`config.mk`:
```
export PLATFORM = sky130hd
export DESIGN_NAME = spi_cmd_parser
export DESIGN_NICKNAME = d
export VERILOG_FILES = /design/src/rtl/spi_cmd_parser.sv
export SDC_FILE = /design/constraint.sdc
export NUM_CORES = 1
export LEC_CHECK = 0
export ABC_AREA = 1
export CAP_MARGIN = 10
export CORE_AREA = 2 2 91 93
export CTS_CLUSTER_DIAMETER = 60
export CTS_CLUSTER_SIZE = 20
export DETAILED_ROUTE_END_ITERATION = 7
export DIE_AREA = 0 0 93 95
export PLACE_DENSITY = 0.59
export SETUP_SLACK_MARGIN = 0.05
export SLEW_MARGIN = 20
export SYNTH_ARGS = -nofsm -noshare
export SYNTH_HDL_FRONTEND = slang
export SYNTH_SLANG_ARGS = --single-unit
```
`constraint.sdc`:
```
create_clock -name rd_clk -period 4.05 [get_ports rd_clk]
set_input_delay 1.215 -clock rd_clk [delete_from_list [all_inputs] [get_ports rd_clk]]
set_output_delay 1.215 -clock rd_clk [all_outputs]
set_load 0.02 [all_outputs]
```
`src/rtl/spi_cmd_parser.sv`:
```
// SPI RX FIFO read-side command parser for the SPI-to-I2C bridge.
// Turns {addr,rw}, len[, payload] byte frames into an I2C command handshake plus a write-data stream.
module spi_cmd_parser #(
  parameter  int unsigned MAX_LEN = 16,
  parameter  int unsigned TIMEOUT = 1024,
  localparam int unsigned LEN_W   = $clog2(MAX_LEN + 1)
) (
  input  logic             rd_clk,
  input  logic             rd_rst_n,
  input  logic             rd_empty,
  input  logic [7:0]       rd_data,
  output logic             rd_en,
  output logic             cmd_valid,
  input  logic             cmd_ready,
  output logic [6:0]       cmd_addr,
  output logic             cmd_rw,
  output logic [LEN_W-1:0] cmd_len,
  output logic             wdata_valid,
  input  logic             wdata_ready,
  output logic [7:0]       wdata,
  output logic             wdata_last,
  output logic             busy,
  output logic             err_len,
  output logic             err_timeout
);

  localparam int unsigned TW = $clog2(TIMEOUT + 1);

  typedef enum logic [1:0] {S_HDR, S_LEN, S_CMD, S_DATA} state_t;

  state_t           state;
  logic             pend;
  logic [LEN_W-1:0] rem;
  logic [TW-1:0]    tcnt;
  logic             need_byte;
  logic             stall;
  logic             expire;
  logic             len_bad;

  always_comb begin
    need_byte = (state == S_HDR) || (state == S_LEN) || (state == S_DATA);
    // Reset gates the pop so an idle-state parser cannot drain the FIFO while held in reset.
    rd_en     = rd_rst_n && need_byte && !rd_empty && !pend && !wdata_valid;
    stall     = ((state == S_LEN) || (state == S_DATA)) && rd_empty && !pend && !wdata_valid;
    expire    = stall && (tcnt == TW'(TIMEOUT - 1));
    len_bad   = (rd_data == 8'd0) || (32'(rd_data) > MAX_LEN);
    busy      = (state != S_HDR) || pend;
  end

  always_ff @(posedge rd_clk or negedge rd_rst_n) begin
    if (!rd_rst_n) begin
      state       <= S_HDR;
      pend        <= 1'b0;
      rem         <= '0;
      tcnt        <= '0;
      cmd_valid   <= 1'b0;
      cmd_addr    <= '0;
      cmd_rw      <= 1'b0;
      cmd_len     <= '0;
      wdata_valid <= 1'b0;
      wdata       <= '0;
      wdata_last  <= 1'b0;
      err_len     <= 1'b0;
      err_timeout <= 1'b0;
    end else begin
      pend        <= rd_en;
      err_len     <= 1'b0;
      err_timeout <= 1'b0;
      tcnt        <= stall ? tcnt + 1'b1 : '0;
      if (expire) begin
        state       <= S_HDR;
        tcnt        <= '0;
        err_timeout <= 1'b1;
        wdata_valid <= 1'b0;
        wdata_last  <= 1'b0;
      end else begin
        unique case (state)
          S_HDR: begin
            if (pend) begin
              cmd_addr <= rd_data[7:1];
              cmd_rw   <= rd_data[0];
              state    <= S_LEN;
            end
          end
          S_LEN: begin
            if (pend) begin
              if (len_bad) begin
                err_len <= 1'b1;
                state   <= S_HDR;
              end else begin
                cmd_len   <= LEN_W'(rd_data);
                rem       <= LEN_W'(rd_data);
                cmd_valid <= 1'b1;
                state     <= S_CMD;
              end
            end
          end
          S_CMD: begin
            if (cmd_ready) begin
              cmd_valid <= 1'b0;
              state     <= cmd_rw ? S_HDR : S_DATA;
            end
          end
          S_DATA: begin
            if (pend) begin
              wdata       <= rd_data;
              wdata_valid <= 1'b1;
              wdata_last  <= (rem == LEN_W'(1));
            end else if (wdata_valid && wdata_ready) begin
              wdata_valid <= 1'b0;
              wdata_last  <= 1'b0;
              if (rem != '0) rem <= rem - 1'b1;
              if (rem == LEN_W'(1)) state <= S_HDR;
            end
          end
        endcase
      end
    end
  end

endmodule
```
==> run_1/congestion_map.png <==
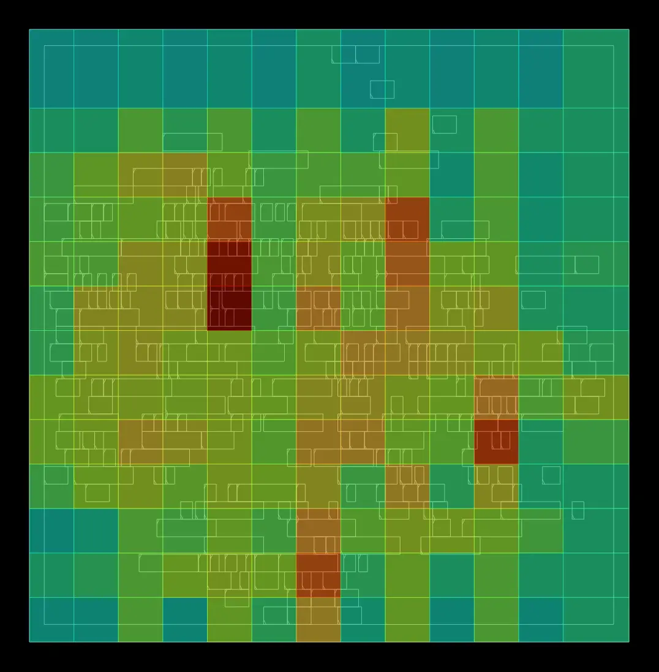
met3 Use GR: 0.0295
Final Util: 0.369

==> run_1/ff_map.png <==
Other sequential cells in the stronger grey, the rest of the logic in the fainter grey.
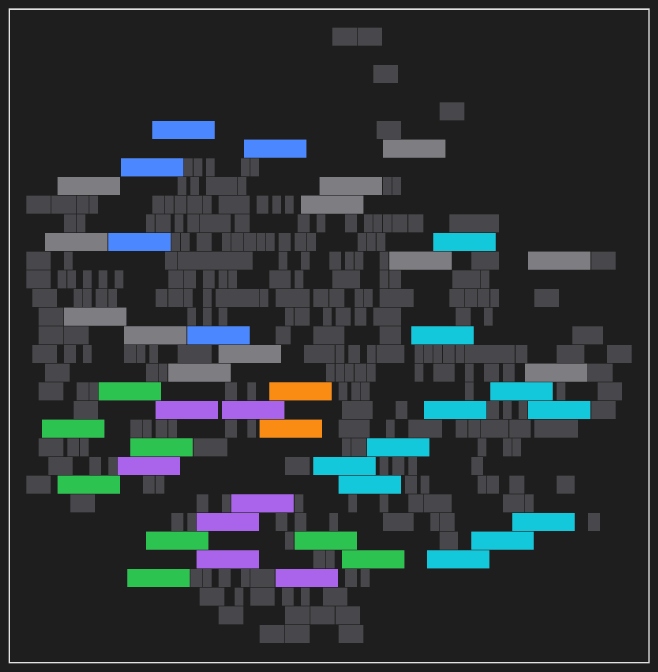
legend:
  blue:
    signal: `rem`
    sequential_cells: 5
    where: north-west
  cyan:
    signal: `tcnt`
    sequential_cells: 11
  orange:
    signal: `state`
    sequential_cells: 2
  green:
    signal: `wdata`
    sequential_cells: 8
  purple:
    signal: `cmd_addr`
    sequential_cells: 7
not coloured: 12
register area: 1130 um2
sequential cell area share: 0.385
Seq group: 449 uW

==> run_1/m1.png <==
The bar under the picture is 20 um long.
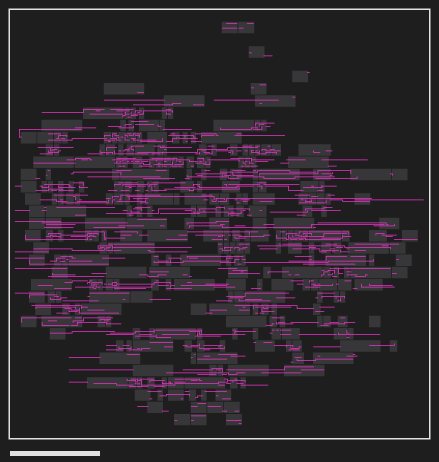
nets with wire on the layer: 301
longest straight run: 32.2 um
share of all routed wire: 50%
wire length on this layer: 2600 um
main direction: horizontal
wirelength, routed: 5190 um
vias: 1864

==> run_1/route_heat.png <==
19 x 19 tiles, from white (low) to dark blue (high), scaled to the fullest tile. Values are wire area over tile area, all layers added.
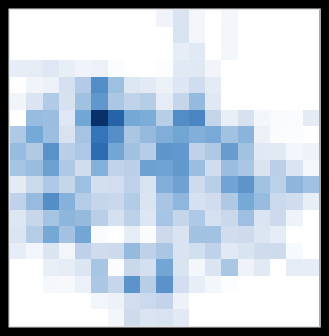
emptiest ninth of the die: north-east
mean over tiles: 0.092
fullest tile: 0.50
mean routed wirelength per cell: 12.5 um
GRT Util Overall: 0.131

==> GITHUB_STEP_SUMMARY, run 1 <==
## PnR job results

| Metric | Value |
|---|---|
| Status | finished clean |
| Worst path depth | 3 |
| First-pass GRT wire length | 9190 um |
| Origin of the worst setup path | rd_empty |
| Post-Place Worst Slack | 134 ps |
| Number of non-clock inverters in the layout | 36 |
| Slew Limit Fails | 0 |
| Worst hold path class | flip-flop to flip-flop |
| Floorplan utilization | 0.290 |
| Synth Flop Type | dfrtp_1 |
| Fraction of area in multi-input gates | 0.348 |
| Peak VDD IR | 0.134 mV |
| Root cell of the clock tree | clkbuf_8 |
| Worst path arrival time | 2670 ps |
| Row count | 33 |
| Post-Layout Cell Count | 416 |
| Fill cells | 832 |
| CP Cell Sequence | clkdlybuf4s50_1 -> nor4_2 -> clkdlybuf4s50_1 |
| Crit path buf inv count | 2 |
| Final setup violation count | 0 |
| Sum Neg Setup Slack | 0 ps |
[run 1: worst reg2reg max path, stage by stage (launching register included)]
cell and delay, ps:
dfrtp_1 420, ha_1 370, nand2_1 580, nand2_1 140, a21oi_2 330, nand3_4 140
nand2_1 80, nand2_1 50
[run 1: routing by layer]
metal  vias up  global-route usage  share of wire
met5         -                   0              0
met4         0              0.0319         0.0098
met3         6              0.0295          0.043
met2        46               0.209           0.45
met1       871               0.182           0.50
li1        941                   -              -
[run 1: per-stage QoR]
stage | util | total power, mW
floorplan | - | 0.465
global placement | 0.354 | 0.491
detailed placement | 0.354 | 0.491
CTS | 0.369 | 0.840
global route | 0.369 | 0.861
finish | 0.369 | 0.827
[run 1: cells in the mapped netlist, types with 2 or more instances]
master / number
nand2_1: 62
dfrtp_1: 45
o21ai_0: 29
inv_1: 27
nor2_1: 20
nand3_1: 14
nand4_1: 10
ha_1: 8
inv_2: 6
nor3_1: 6
nand2_2: 5
nand2_4: 4
nor2_4: 4
a21oi_1: 3
clkbuf_1: 3
clkinv_1: 2
nand3_4: 2
nor2_2: 2
xnor2_1: 2
[run 1: where the power goes]
| part | leakage (nW) | internal, mW | switching, mW |
|---|---|---|---|
| Sequential | 0.509 | 0.449 | 0 |
| Combinational | 0.854 | 0.0127 | 0.0200 |
| Clock | 0.0585 | 0.185 | 0.160 |
[run 1: cells by family (layout without fill, tap and decap cells)]
family	count (synthesis)	after routing	share of synthesized area
adder cells (fa/ha/maj)	8	8	0.0435
AND/OR/NAND/NOR	135	135	0.307
buffers and inverters	41	85	0.0712
XOR/XNOR	3	3	0.0114
flip-flops	45	45	0.489
AND-OR/OR-AND	35	35	0.0783
[run 1: what timing repair did]
item	in CTS	in global routing
setup endpoints to repair	0	1
endpoints found under the hold margin	0	0
gates resized	0	1
==> run 2: changes to the inputs <==
--- a/config.mk
+++ b/config.mk
@@ -6,7 +6,7 @@
 export NUM_CORES = 1
 export LEC_CHECK = 0
 export ABC_AREA = 1
-export CAP_MARGIN = 10
+export CAP_MARGIN = 20
 export CORE_AREA = 2 2 91 93
 export CTS_CLUSTER_DIAMETER = 60
 export CTS_CLUSTER_SIZE = 20
==> run_2/route_heat.png <==
19 x 19 tiles, from white (low) to dark blue (high), scaled to the fullest tile. Values are wire area over tile area, all layers added.
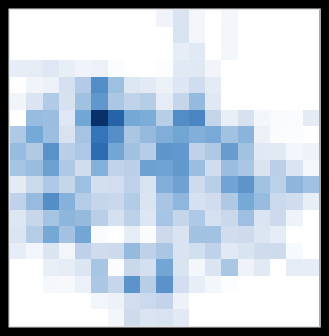
tiles over half the peak: 8.9%
mean over tiles: 0.092
emptiest ninth of the die: north-east
nearly empty tiles: 32%

==> run 2 against run 1 <==
  * Maximum frequency stayed put
  * Worst hold slack stayed put
  * Non-clock buffer count stayed put
  * Routed wire length unchanged
  * Clock skew did not move
  * Sequential power about the same
  * Synthesized area did not move
  * Register-to-register slack is essentially flat
  * Global-route usage is the same
  * Clock-buffer cell count stayed put
  * Clock power about the same
  * Largest cell class unchanged
  * Largest power group unchanged
==> GITHUB_STEP_SUMMARY, run 2 <==
## PnR job results

| Metric | Value |
|---|---|
| Status | finished clean |
| Sum Neg Setup Slack | 0 ps |
| Crit path buf inv count | 2 |
| First-pass GRT wire length | 9190 um |
| Mean routed wirelength per cell | 12.5 um |
| Root cell of the clock tree | clkbuf_8 |
| Clk pwr share | 0.418 |
| Worst hold path class | flip-flop to flip-flop |
| Uppermost layer routed | met4 |
| Sw power | 180 uW |
| Met2 WL | 2320 um |
| Synth Flop Type | dfrtp_1 |
| GRT Util Overall | 0.131 |
| Comb power frac | 0.040 |
| Grt met1 use | 0.182 |
| Vias | 1864 |
| Switching Fraction | 0.218 |
| Commonest cells post-synth | 62 x nand2_1, 45 x dfrtp_1, 29 x o21ai_0 |
| Final setup violation count | 0 |
| Wirelength, routed | 5190 um |
| Overall Power | 827 uW |
| Final Util | 0.369 |
| Pint | 647 uW |
| Post-Layout Cell Count | 416 |
| GR met2 Demand/Resource | 0.209 |
| Post-route met1 wirelength | 2600 um |
| Synth top cell by count | nand2_1 |
| Row count | 33 |
| Busiest layer in global routing | met2 |
| Slew Limit Fails | 0 |
| Met3 Use GR | 0.0295 |
| Fill cells | 832 |
==> run_2/m1.png <==
The bar under the picture is 20 um long.
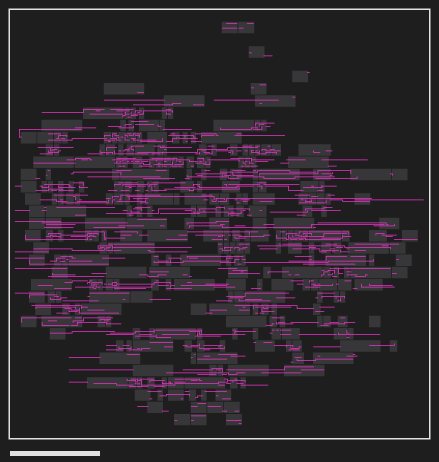
wire length on this layer: 2600 um
share of all routed wire: 50%

-- run 2: cell counts in the layout (fill, tap and decap cells not counted) --
Identical to the previous run, type by type.
-- run 2: final timing paths --
check / from / endpoint / slack [ps] / cells after the start
max: rd_empty / rd_en / 170 / 3
min: rem[1] / rem[1] / 480 / 2
max reg2reg: state[0] / rem[3] / 1830 / 7
min reg2reg: rem[1] / rem[1] / 480 / 2
max in group asynchronous: rd_rst_n / cmd_valid / 2630 / 2
min in group asynchronous: rd_rst_n / tcnt[4] / 1020 / 2
-- run 2: repair_timing --
item	CTS	global route
hold buffers	0	0
setup endpoints to repair	0	1
resized	0	1
setup buffers	0	0
-- run 2: area by class of cell --
class | count | area (um2) | area share
Clock inverter | 3 | 43.8 | 0.0150
Tap cell | 105 | 131 | 0.0449
Sequential cell | 45 | 1130 | 0.385
Multi-Input combinational cell | 181 | 1020 | 0.348
Timing Repair Buffer | 41 | 403 | 0.138
Clock buffer | 5 | 68.8 | 0.0235
Inverter | 36 | 136 | 0.0466
-- run 2: power groups by stage --
stage	registers (mW)	clock network [mW]	logic, mW
floorplan	0.458	0	0.00688
global placement	0.458	0	0.0329
detailed placement	0.458	0	0.0334
CTS	0.449	0.358	0.0336
global route	0.449	0.375	0.0377
finish	0.449	0.345	0.0327
-- run 2: cell families after synthesis --
logic type,synth area share
adder cells (fa/ha/maj),0.0435
buffers and inverters,0.0712
AND-OR/OR-AND,0.0783
XOR/XNOR,0.0114
AND/OR/NAND/NOR,0.307
flip-flops,0.489
-- run 2: worst reg2reg max path: cells and delay by family, from the launching register on --
kind | cells | cell delay [ps]
AOI/OAI and AO/OA | 1 | 330
DFF | 1 | 420
adders and majority gates | 1 | 370
and+or+nand+nor | 5 | 990
Power and IR drop assume default switching activity.
